==> run_1/layer_met4.png <==
Drawn at 3 px/um.
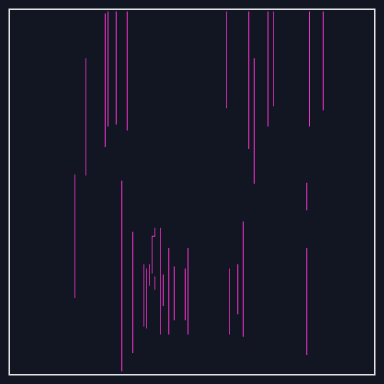
==> run_1/congestion.png <==
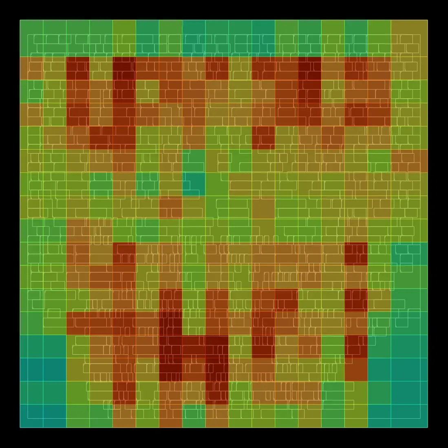
==> run_1/cell_density.png <==
Drawn at 2 px/um. The die is cut into 12 by 12 equal tiles; white is low, dark blue is high, 0 to 100% covered.
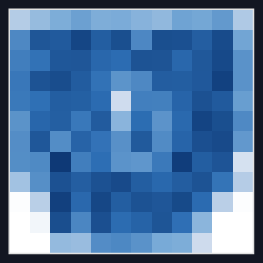
==> run_1/clk_routes.png <==
Drawn at 4 px/um.
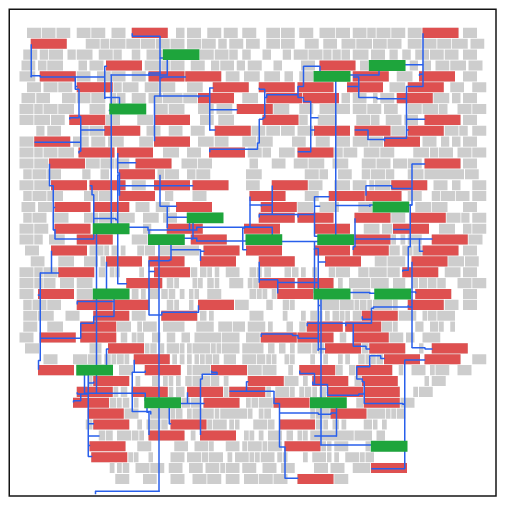
===== src/rtl/matmul_sequencer_if.sv =====
// Host and array-side signal bundle for the matmul sequencer.
// The sequencer connects through the slave modport; the host/array
// environment connects through the master modport.
interface matmul_sequencer_if #(
    parameter int BUS_WIDTH  = 16,
    parameter int DATA_WIDTH = 8
);
    localparam int N      = BUS_WIDTH / DATA_WIDTH;
    localparam int NN     = N * N;
    localparam int ADDR_W = $clog2(NN);

    logic                    start_i;
    logic                    mode_i;
    logic                    wr_en_i;
    logic                    wr_sel_i;
    logic [ADDR_W-1:0]       wr_addr_i;
    logic [DATA_WIDTH-1:0]   wr_data_i;
    logic                    busy_o;
    logic                    done_o;
    logic                    err_o;
    logic [BUS_WIDTH-1:0]    a_bus_o;
    logic [BUS_WIDTH-1:0]    b_bus_o;
    logic [BUS_WIDTH*NN-1:0] c_bus_o;
    logic                    array_start_o;
    logic                    array_mode_o;
    logic                    array_done_i;
    logic [BUS_WIDTH*NN-1:0] array_m_i;
    logic [NN-1:0]           array_flags_i;
    logic [BUS_WIDTH*NN-1:0] res_o;
    logic [NN-1:0]           flags_o;

    modport slave (
        input  start_i, mode_i, wr_en_i, wr_sel_i, wr_addr_i, wr_data_i,
               array_done_i, array_m_i, array_flags_i,
        output busy_o, done_o, err_o, a_bus_o, b_bus_o, c_bus_o,
               array_start_o, array_mode_o, res_o, flags_o
    );

    modport master (
        output start_i, mode_i, wr_en_i, wr_sel_i, wr_addr_i, wr_data_i,
               array_done_i, array_m_i, array_flags_i,
        input  busy_o, done_o, err_o, a_bus_o, b_bus_o, c_bus_o,
               array_start_o, array_mode_o, res_o, flags_o
    );
endinterface


===== src/rtl/matmul_sequencer.sv =====
// Sequencer for an N x N systolic matmul array: buffers host operands,
// drives the skewed A/B wavefront, pulses the array start, waits for the
// array with a timeout and latches the result and carry flags.
module matmul_sequencer #(
    parameter int BUS_WIDTH  = 16,
    parameter int DATA_WIDTH = 8,
    parameter int TIMEOUT    = 2 * (BUS_WIDTH / DATA_WIDTH)
) (
    input logic               clk_i,
    input logic               rst_i,
    matmul_sequencer_if.slave bus
);
    localparam int N      = BUS_WIDTH / DATA_WIDTH;
    localparam int NN     = N * N;
    localparam int DW     = DATA_WIDTH;
    localparam int T_LAST = 3 * N - 3;
    localparam int T_W    = $clog2(3 * N - 2);
    localparam int WAIT_W = $clog2(TIMEOUT + 1);

    typedef enum logic [1:0] {
        ST_IDLE,
        ST_FEED,
        ST_WAIT,
        ST_CAPTURE
    } state_t;

    state_t                  state;
    state_t                  state_next;
    logic [T_W-1:0]          t_cnt;
    logic [WAIT_W-1:0]       wait_cnt;
    logic                    mode_q;
    logic                    err_q;
    logic                    done_q;
    logic [BUS_WIDTH*NN-1:0] res_q;
    logic [NN-1:0]           flags_q;
    logic [DW*NN-1:0]        a_buf;
    logic [DW*NN-1:0]        b_buf;
    logic [BUS_WIDTH-1:0]    a_bus;
    logic [BUS_WIDTH-1:0]    b_bus;
    logic                    accept_start;
    logic                    wait_last;
    logic                    timeout_hit;

    assign accept_start = (state == ST_IDLE) && bus.start_i;
    assign wait_last    = (wait_cnt == WAIT_W'(TIMEOUT - 1));
    assign timeout_hit  = (state == ST_WAIT) && !bus.array_done_i && wait_last;

    // State register; reset abandons any run in progress.
    always_ff @(posedge clk_i or posedge rst_i) begin
        if (rst_i) begin
            state <= ST_IDLE;
        end else begin
            state <= state_next;
        end
    end

    // Next-state decode for the IDLE -> FEED -> WAIT -> CAPTURE cycle.
    always_comb begin
        state_next = state;
        case (state)
            ST_IDLE: begin
                if (bus.start_i) begin
                    state_next = ST_FEED;
                end
            end
            ST_FEED: begin
                if (t_cnt == T_W'(T_LAST)) begin
                    state_next = ST_WAIT;
                end
            end
            ST_WAIT: begin
                if (bus.array_done_i) begin
                    state_next = ST_CAPTURE;
                end else if (wait_last) begin
                    state_next = ST_IDLE;
                end
            end
            ST_CAPTURE: begin
                state_next = ST_IDLE;
            end
            default: begin
                state_next = ST_IDLE;
            end
        endcase
    end

    // Wavefront step counter in FEED and elapsed-cycle counter in WAIT.
    always_ff @(posedge clk_i or posedge rst_i) begin
        if (rst_i) begin
            t_cnt    <= '0;
            wait_cnt <= '0;
        end else begin
            t_cnt    <= (state == ST_FEED) ? t_cnt + 1'b1 : '0;
            wait_cnt <= (state == ST_WAIT) ? wait_cnt + 1'b1 : '0;
        end
    end

    // Operand buffers accept host writes only while idle, so a run sees frozen data.
    always_ff @(posedge clk_i or posedge rst_i) begin
        if (rst_i) begin
            a_buf <= '0;
            b_buf <= '0;
        end else if ((state == ST_IDLE) && bus.wr_en_i) begin
            if (bus.wr_sel_i) begin
                b_buf[int'(bus.wr_addr_i)*DW +: DW] <= bus.wr_data_i;
            end else begin
                a_buf[int'(bus.wr_addr_i)*DW +: DW] <= bus.wr_data_i;
            end
        end
    end

    // Run status: mode latch, sticky timeout error, completion pulse and result capture.
    always_ff @(posedge clk_i or posedge rst_i) begin
        if (rst_i) begin
            mode_q  <= 1'b0;
            err_q   <= 1'b0;
            done_q  <= 1'b0;
            res_q   <= '0;
            flags_q <= '0;
        end else begin
            if (accept_start) begin
                mode_q <= bus.mode_i;
            end
            if (accept_start) begin
                err_q <= 1'b0;
            end else if (timeout_hit) begin
                err_q <= 1'b1;
            end
            done_q <= (state == ST_WAIT) && (bus.array_done_i || wait_last);
            if (state == ST_CAPTURE) begin
                res_q   <= bus.array_m_i;
                flags_q <= bus.array_flags_i;
            end
        end
    end

    // Skewed edge buses: row r carries A[r][t-r], column c carries B[t-c][c].
    always_comb begin
        a_bus = '0;
        b_bus = '0;
        if (state == ST_FEED) begin
            for (int r = 0; r < N; r++) begin
                if ((int'(t_cnt) >= r) && (int'(t_cnt) - r < N)) begin
                    a_bus[r*DW +: DW] = a_buf[(r*N + int'(t_cnt) - r)*DW +: DW];
                    b_bus[r*DW +: DW] = b_buf[((int'(t_cnt) - r)*N + r)*DW +: DW];
                end
            end
        end
    end

    assign bus.a_bus_o       = a_bus;
    assign bus.b_bus_o       = b_bus;
    assign bus.c_bus_o       = (mode_q && ((state == ST_FEED) || (state == ST_WAIT))) ? res_q : '0;
    assign bus.array_start_o = (state == ST_FEED) && (t_cnt == '0);
    assign bus.array_mode_o  = mode_q;
    assign bus.busy_o        = (state != ST_IDLE);
    assign bus.done_o        = done_q;
    assign bus.err_o         = err_q;
    assign bus.res_o         = res_q;
    assign bus.flags_o       = flags_q;
endmodule


===== src/flat_wrapper.sv =====
// flat-port wrapper written by rule: the top's interface ports become plain ports
module matmul_sequencer_flat 
#(
    parameter int BUS_WIDTH  = 16,
    parameter int DATA_WIDTH = 8,
    parameter int TIMEOUT    = 2 * (BUS_WIDTH / DATA_WIDTH)
)
  (clk_i, rst_i, bus_start_i, bus_mode_i, bus_wr_en_i, bus_wr_sel_i, bus_wr_addr_i, bus_wr_data_i, bus_array_done_i, bus_array_m_i, bus_array_flags_i, bus_busy_o, bus_done_o, bus_err_o, bus_a_bus_o, bus_b_bus_o, bus_c_bus_o, bus_array_start_o, bus_array_mode_o, bus_res_o, bus_flags_o);
  matmul_sequencer_if #(.BUS_WIDTH(BUS_WIDTH), .DATA_WIDTH(DATA_WIDTH)) bus_i ();
  input logic clk_i;
  input logic rst_i;
  input wire logic [$bits(bus_i.start_i)-1:0] bus_start_i;
  input wire logic [$bits(bus_i.mode_i)-1:0] bus_mode_i;
  input wire logic [$bits(bus_i.wr_en_i)-1:0] bus_wr_en_i;
  input wire logic [$bits(bus_i.wr_sel_i)-1:0] bus_wr_sel_i;
  input wire logic [$bits(bus_i.wr_addr_i)-1:0] bus_wr_addr_i;
  input wire logic [$bits(bus_i.wr_data_i)-1:0] bus_wr_data_i;
  input wire logic [$bits(bus_i.array_done_i)-1:0] bus_array_done_i;
  input wire logic [$bits(bus_i.array_m_i)-1:0] bus_array_m_i;
  input wire logic [$bits(bus_i.array_flags_i)-1:0] bus_array_flags_i;
  output wire logic [$bits(bus_i.busy_o)-1:0] bus_busy_o;
  output wire logic [$bits(bus_i.done_o)-1:0] bus_done_o;
  output wire logic [$bits(bus_i.err_o)-1:0] bus_err_o;
  output wire logic [$bits(bus_i.a_bus_o)-1:0] bus_a_bus_o;
  output wire logic [$bits(bus_i.b_bus_o)-1:0] bus_b_bus_o;
  output wire logic [$bits(bus_i.c_bus_o)-1:0] bus_c_bus_o;
  output wire logic [$bits(bus_i.array_start_o)-1:0] bus_array_start_o;
  output wire logic [$bits(bus_i.array_mode_o)-1:0] bus_array_mode_o;
  output wire logic [$bits(bus_i.res_o)-1:0] bus_res_o;
  output wire logic [$bits(bus_i.flags_o)-1:0] bus_flags_o;
  assign bus_i.start_i = bus_start_i;
  assign bus_i.mode_i = bus_mode_i;
  assign bus_i.wr_en_i = bus_wr_en_i;
  assign bus_i.wr_sel_i = bus_wr_sel_i;
  assign bus_i.wr_addr_i = bus_wr_addr_i;
  assign bus_i.wr_data_i = bus_wr_data_i;
  assign bus_i.array_done_i = bus_array_done_i;
  assign bus_i.array_m_i = bus_array_m_i;
  assign bus_i.array_flags_i = bus_array_flags_i;
  assign bus_busy_o = bus_i.busy_o;
  assign bus_done_o = bus_i.done_o;
  assign bus_err_o = bus_i.err_o;
  assign bus_a_bus_o = bus_i.a_bus_o;
  assign bus_b_bus_o = bus_i.b_bus_o;
  assign bus_c_bus_o = bus_i.c_bus_o;
  assign bus_array_start_o = bus_i.array_start_o;
  assign bus_array_mode_o = bus_i.array_mode_o;
  assign bus_res_o = bus_i.res_o;
  assign bus_flags_o = bus_i.flags_o;
  matmul_sequencer #(.BUS_WIDTH(BUS_WIDTH), .DATA_WIDTH(DATA_WIDTH), .TIMEOUT(TIMEOUT)) u_core (.clk_i(clk_i), .rst_i(rst_i), .bus(bus_i));
endmodule

===== config.mk =====
export PLATFORM = sky130hd
export DESIGN_NAME = matmul_sequencer_flat
export DESIGN_NICKNAME = d
export VERILOG_FILES = /design/src/rtl/matmul_sequencer_if.sv /design/src/rtl/matmul_sequencer.sv /design/src/flat_wrapper.sv
export SDC_FILE = /design/constraint.sdc
export NUM_CORES = 1
export LEC_CHECK = 0
export CAP_MARGIN = 40
export CORE_MARGIN = 2
export CORE_UTILIZATION = 48
export DETAILED_ROUTE_END_ITERATION = 10
export GPL_TIMING_DRIVEN = 1
export PLACE_DENSITY = 0.87
export SLEW_MARGIN = 20
export SYNTH_ARGS = -nofsm -noshare
export SYNTH_HDL_FRONTEND = slang
export SYNTH_SLANG_ARGS = --single-unit

===== constraint.sdc =====
create_clock -name clk_i -period 11.66 [get_ports clk_i]
set_input_delay 2.332 -clock clk_i [delete_from_list [all_inputs] [get_ports clk_i]]
set_output_delay 2.332 -clock clk_i [all_outputs]
set_load 0.02 [all_outputs]

==> results_dict.tcl, run 1 <==
# flow metrics
set metrics [dict create \
    area_growth_pct 49.0 \
    pwr-share-clk_pct 19.2 \
    clock_sinks 142 \
    powerDensity_nw_per_um2 279 \
    r2r-start "u_core.state[0]$_DFFE_PP0P_" \
    cts_resized 0 \
    root_buffer "clkbuf_16" \
    place_area_um2 9240 \
    slew_viol_final 0 \
    cts_setup_buffers 0 \
    layout.nonclk_buf_share_pct 26.7 \
    firstDrtPassIters 5 \
    hold_start "u_core.wait_cnt[0]$_DFF_PP0_" \
    gp_congestion 0.911 \
    clkTransAtPathRegs_ns 0.06 \
    ys_sh_aoi_pct 5.53 \
    hold_depth 1 \
    period_needed_ns 5.17 \
    synth-xor-area-share_pct 0 \
    holdWs_ns 0.439 \
    fin_area_um2 9840 \
    edf_count 0 \
    antenna_cells 0 \
    internal_power_mw 1.67 \
    hold_class "reg -> reg" \
    p_sw_mw 1.07 \
    topCellsByArea "dfrtp_1 (54%), mux2_2 (12%), and3_1 (6.1%)" \
    reg2reg_slack_ns 9.33 \
    status "completed" \
    clock_skew_ns 0.00487 \
    finalNonFillerCells 1032 \
    comb-power_mw 1.42 \
    clk_latency_ns 0.41 \
    tightestPinTransition_ns 0.664 \
    pg_clk_mw 0.526 \
    post_drt_wl_per_cell_um 20.2 \
    crit_slowest_cell "clkdlybuf4s50_1" \
    pg_seq_mw 0.794 \
    comb_share_pct 28.7 \
    simple_gate_share_pct 17.5 \
    crit_cells 7 \
    mux_area_share_pct 16.6 \
    tap_cells 176 \
    max-slew-margin-rel_pct 55.6 \
    ys.flop_type "dfrtp_1" \
    floorplan.core_util_pct 49.5 \
    die_area_um2 14700 \
    cp_num_buf_inv 3 \
    drtIter0Drc 385 \
    yosys.area_share.adder_pct 3.03 \
    via_per_inst 5.51 \
    rows 42 \
    h-tree-depth 4 \
    pin_count 254 \
    grt_first_pass_wirelength_um 32200 \
    mi_logic_area_um2 2820 \
    tns_ns 0 \
    ys_warn_count 0 \
    fillers 952 \
    flops 142 \
    cts_buffer_depth 2 \
    clock_buffers 26 \
    setup_viol_count_final 0 \
    logic_gates 413 \
    synth_cells 605 \
    syn_nets 706 \
    async_flop_share_pct 100 \
    placed_cells_incl_taps 1000 \
    slowest_delay_ns 0.62 \
    critPathTopFamily "buffers and inverters" \
    peakVddDrop_v 0.000181 \
    grt_pass1_vias 5977 \
    nNetsFinal 945 \
    ys_seq_share_pct 53.8 \
    power_leakage_nw 4.27 \
    finalHoldViolCount 0 \
    max_freq_mhz 193 \
    sh_seq_area_pct 36.1 \
    routed_wl_um 20900 \
    synth.top_cell.area_share_pct 53.8 \
]
-- layer_met4.png (at the start) --
The layer holds 4.4% of the routed length. The wires run mostly vertical. The layer carries 926 um of wire. The longest straight run is 63.2 um.

-- congestion.png (at the start) --
final core occ: 73.8%
GRT met2 Usage: 49.4%

-- cell_density.png (at the start) --
The fullest tile reaches 96%. The mean over all tiles is 65%. 6.2% of the tiles are nearly empty. 49% of the tiles are over 75% full.

-- clk_routes.png (at the start) --
clock drivers: drawn in green, count 17. clock wires: drawn in blue, length 1660 um. flip-flops: drawn in red, count 142.
There are 18 routed clock nets.

==> run 1: per-layer routing <==
layer	vias to the layer above	part of all wire [%]	GRT usage (%)	wire, um
met5	-	0	0	0
met4	0	4.4	14.3	925
met3	68	6.3	6.30	1320
met2	239	52	49.4	10800
met1	2821	38	33.9	7870
li1	2562	-	-	-
==> run 1: state kept, by name, indices dropped and copies added, names as in the netlist <==
name / count
u_core.bus.res_o: 64
u_core.a_buf: 32
u_core.b_buf: 32
u_core.bus.flags_o: 4
u_core.wait_cnt: 3
u_core.state: 2
u_core.t_cnt: 2
u_core.bus.array_mode_o: 1
u_core.bus.done_o: 1
u_core.bus.err_o: 1
--- run 2 (diff from run 1) ---
--- a/config.mk
+++ b/config.mk
@@ -7,10 +7,10 @@
 export LEC_CHECK = 0
 export CAP_MARGIN = 40
 export CORE_MARGIN = 2
-export CORE_UTILIZATION = 48
+export CORE_UTILIZATION = 44
 export DETAILED_ROUTE_END_ITERATION = 10
 export GPL_TIMING_DRIVEN = 1
-export PLACE_DENSITY = 0.87
+export PLACE_DENSITY = 0.8
 export SLEW_MARGIN = 20
 export SYNTH_ARGS = -nofsm -noshare
 export SYNTH_HDL_FRONTEND = slang
==> constraint.sdc (replaced) <==
create_clock -name clk_i -period 5 [get_ports clk_i]
set_input_delay 1 -clock clk_i [delete_from_list [all_inputs] [get_ports clk_i]]
set_output_delay 1 -clock clk_i [all_outputs]
set_load 0.02 [all_outputs]
==> run_2/power_grid.png <==
Drawn at 4 px/um. Pins as bars on the die edge.
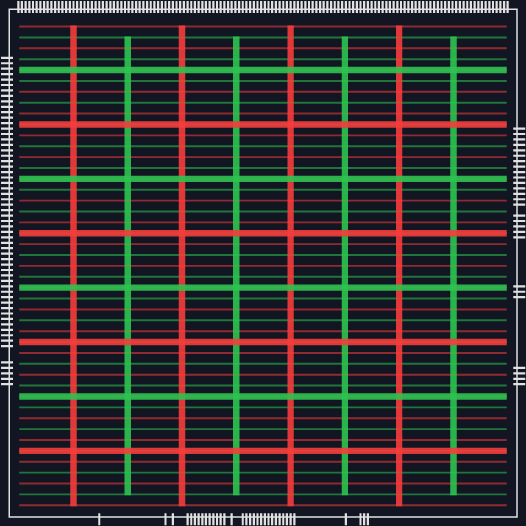
VSS: drawn in red. VDD: drawn in green.
254 signal pins sit on the boundary. The core has 44 rows. 45 met1 rails follow the rows.

==> run_2/layer_met4.png <==
Drawn at 3 px/um.
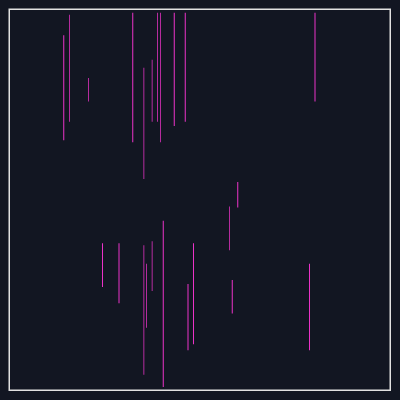
The longest straight run is 55.1 um. The layer holds 3.2% of the routed length.

==> run_2/congestion.png <==
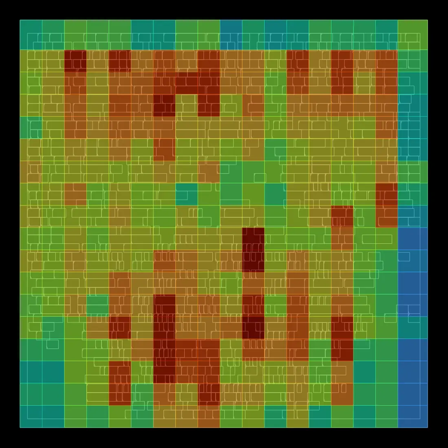
average routed wire per standard cell: 19.3 um
met1 usage: 30.8%

==> results_dict.tcl, run 2 <==
# flow metrics
set metrics [dict create \
    fin_area_um2 9890 \
    area_growth_pct 49.7 \
    edf_count 0 \
    hold_start "u_core.wait_cnt[0]$_DFF_PP0_" \
    post-route-util_pct 67.8 \
    status "completed" \
    critPathTopFamily "buffers and inverters" \
    drtIter0Drc 396 \
    h-tree-depth 4 \
    ys.flop_type "dfrtp_1" \
    die_area_um2 16000 \
    comb_share_pct 28.5 \
    largest_reg_flops 64 \
    grt.met2_usage_pct 42.6 \
    cts_buffer_depth 2 \
    highest_layer "met4" \
    layout.nonclk_buf_share_pct 26.5 \
    async_flop_share_pct 100 \
    grt.busiest_layer "met2" \
    wl_met3_um 1130 \
    fillers 1081 \
    cts_setup_buffers 0 \
    place_area_um2 9240 \
    hold_class "reg -> reg" \
    powerDensity_nw_per_um2 653 \
    floorplan.core_util_pct 45.3 \
    setup_viol_count_final 0 \
    mi_logic_area_um2 2820 \
    max-slew-margin-rel_pct 56.0 \
    clock_skew_ns 0.0111 \
    topCellsByArea "dfrtp_1 (54%), mux2_2 (12%), and3_1 (6.1%)" \
    crit_cells 7 \
    synth.top_cell.area_share_pct 53.8 \
    slowest_delay_ns 0.63 \
    placed_cells_incl_taps 1009 \
    logic_gates 413 \
    root_buffer "clkbuf_16" \
    use_met3_pct 6.24 \
    ys_warn_count 0 \
    wl_met2_um 10400 \
    r2r-start "u_core.state[1]$_DFFE_PP0P_" \
    rows 44 \
    cts_resized 0 \
    finalNonFillerCells 1042 \
    crit_slowest_cell "clkdlybuf4s50_1" \
    firstDrtPassIters 5 \
    ys_seq_share_pct 53.8 \
    via_per_inst 5.28 \
    clk_latency_ns 0.42 \
    syn_nets 706 \
    clock_sinks 142 \
    tightestPinTransition_ns 0.658 \
    tns_ns 0 \
    holdWs_ns 0.437 \
    clock_buffers 26 \
    cp_num_buf_inv 3 \
    pwr-share-clk_pct 20.5 \
]
[run 2: kinds of logic (layout without fill, tap and decap cells)]
kind of cell / after synthesis / in the layout / share of synthesized area, %
AND/OR/NAND/NOR: 226 / 226 / 17.5
flip-flops: 142 / 142 / 53.8
multiplexers: 101 / 101 / 16.6
AND-OR/OR-AND: 70 / 70 / 5.53
buffers and inverters: 50 / 303 / 3.54
adder cells (fa/ha/maj): 16 / 16 / 3.03
[run 2: power groups by stage]
stage	registers, mW	clock network (mW)	logic (mW)
2_1_floorplan	2.12	0	1.48
3_3_place_gp	1.89	0	3.14
3_5_place_dp	1.89	0	3.24
4_1_cts	1.89	1.34	3.26
5_1_grt	1.94	1.41	3.43
6_report	1.89	1.33	3.24
--- run 3 (diff from run 2) ---
--- a/config.mk
+++ b/config.mk
@@ -7,10 +7,10 @@
 export LEC_CHECK = 0
 export CAP_MARGIN = 40
 export CORE_MARGIN = 2
-export CORE_UTILIZATION = 44
+export CORE_UTILIZATION = 40
 export DETAILED_ROUTE_END_ITERATION = 10
 export GPL_TIMING_DRIVEN = 1
-export PLACE_DENSITY = 0.8
+export PLACE_DENSITY = 0.77
 export SLEW_MARGIN = 20
 export SYNTH_ARGS = -nofsm -noshare
 export SYNTH_HDL_FRONTEND = slang
==> constraint.sdc (replaced) <==
create_clock -name clk_i -period 3.35 [get_ports clk_i]
set_input_delay 0.67 -clock clk_i [delete_from_list [all_inputs] [get_ports clk_i]]
set_output_delay 0.67 -clock clk_i [all_outputs]
set_load 0.02 [all_outputs]
==> run_3/power_grid.png <==
Drawn at 4 px/um. Pins as bars on the die edge.
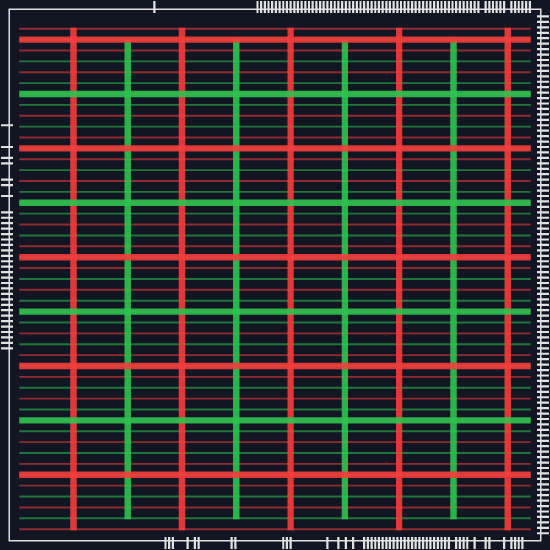
VDD: drawn in green. VSS: drawn in red.
9 straps on met5. The core has 46 rows.

==> run_3/cell_density.png <==
Drawn at 2 px/um. The die is cut into 13 by 13 equal tiles; white is low, dark blue is high, 0 to 100% covered.
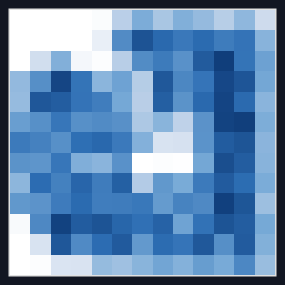
The mean over all tiles is 55%. 25% of the tiles are over 75% full. The emptiest ninth of the die: top left. The fullest tile reaches 94%.

==> run_3/clk_routes.png <==
Drawn at 4 px/um.
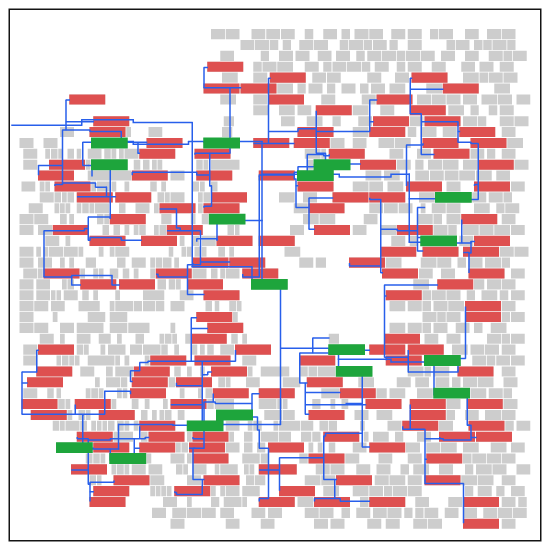
clock drivers: drawn in green, count 17. clock wires: drawn in blue, length 1720 um. flip-flops: drawn in red, count 142.
Position of the flops: all over the die. There are 18 routed clock nets.

==> results_dict.tcl, run 3 <==
# flow metrics
set metrics [dict create \
    finalHoldViolCount 0 \
    clock_sinks 142 \
    routed_wl_um 20000 \
    place_area_um2 9310 \
    setup_viol_count_final 0 \
    slew_viol_final 0 \
    clk_latency_ns 0.41 \
    cts_setup_buffers 0 \
    tightestPinTransition_ns 0.668 \
    gp_congestion 0.861 \
    synth-xor-area-share_pct 0 \
    hold_start "u_core.wait_cnt[0]$_DFF_PP0_" \
    power_leakage_nw 4.24 \
    slowest_delay_ns 0.62 \
    post-route-util_pct 61.5 \
    max-slew-margin-rel_pct 55.5 \
    cts_resized 0 \
    synth_cells 605 \
    simple_gate_share_pct 17.5 \
    crit_slowest_cell "clkdlybuf4s50_1" \
    met1_usage_pct 27.9 \
    ys.flop_type "dfrtp_1" \
    status "completed" \
    largest_reg_flops 64 \
    route.layer.met1.wl_um 8320 \
    critPathTopFamily "buffers and inverters" \
    clock_skew_ns 0.00405 \
    cts_buffer_depth 2 \
    highest_layer "met5" \
    via_per_inst 5.05 \
    grt_first_pass_wirelength_um 30900 \
    wl_met2_um 9640 \
    grt_pass1_vias 5433 \
    topCellsByArea "dfrtp_1 (54%), mux2_2 (12%), and3_1 (6.1%)" \
    h-tree-depth 4 \
    use_met3_pct 7.01 \
    synth.top_cell.area_share_pct 53.8 \
    grt.met2_usage_pct 37.8 \
    clkTransAtPathRegs_ns 0.06 \
    drtIter0Drc 293 \
    mux_area_share_pct 16.6 \
    rows 46 \
    max_freq_mhz 322 \
    reg2reg_slack_ns 1.16 \
    placed_cells_incl_taps 1042 \
    floorplan.core_util_pct 41.3 \
    crit_cells 6 \
    period_needed_ns 3.11 \
    peakVddDrop_v 0.000476 \
    firstDrtPassIters 4 \
    nNetsFinal 946 \
    yosys.area_share.adder_pct 3.03 \
    ys_top_logic_family "simple AND/OR/NAND/NOR gates" \
]
==> run 3: layout make-up <==
type	instances	area [um2]	area share, %
Sequential cell	142	3550	36.1
Multi-Input combinational cell	413	2820	28.7
Timing Repair Buffer	261	2620	26.6
Clock buffer	22	464	4.72
Tap cell	216	270	2.75
Clock inverter	8	67.6	0.686
Inverter	10	41.3	0.420
Antenna cell	1	2.50	0.0254
==> run 3: power breakdown <==
part / internal (mW) / switching [mW]
sequential: 2.30 / 0.409
clock: 1.04 / 0.670
combinational: 2.40 / 2.55
==> run 3: worst reg2reg max path, cell delays in order, from the launching register on <==
cell and delay [ns]:
dfrtp_1 0.41, inv_1 0.13, ha_1 0.49, nand4b_1 0.65, nand2_1 0.25, o21ai_0 0.11
No activity file was given, so power comes from the tool's default toggle rates.
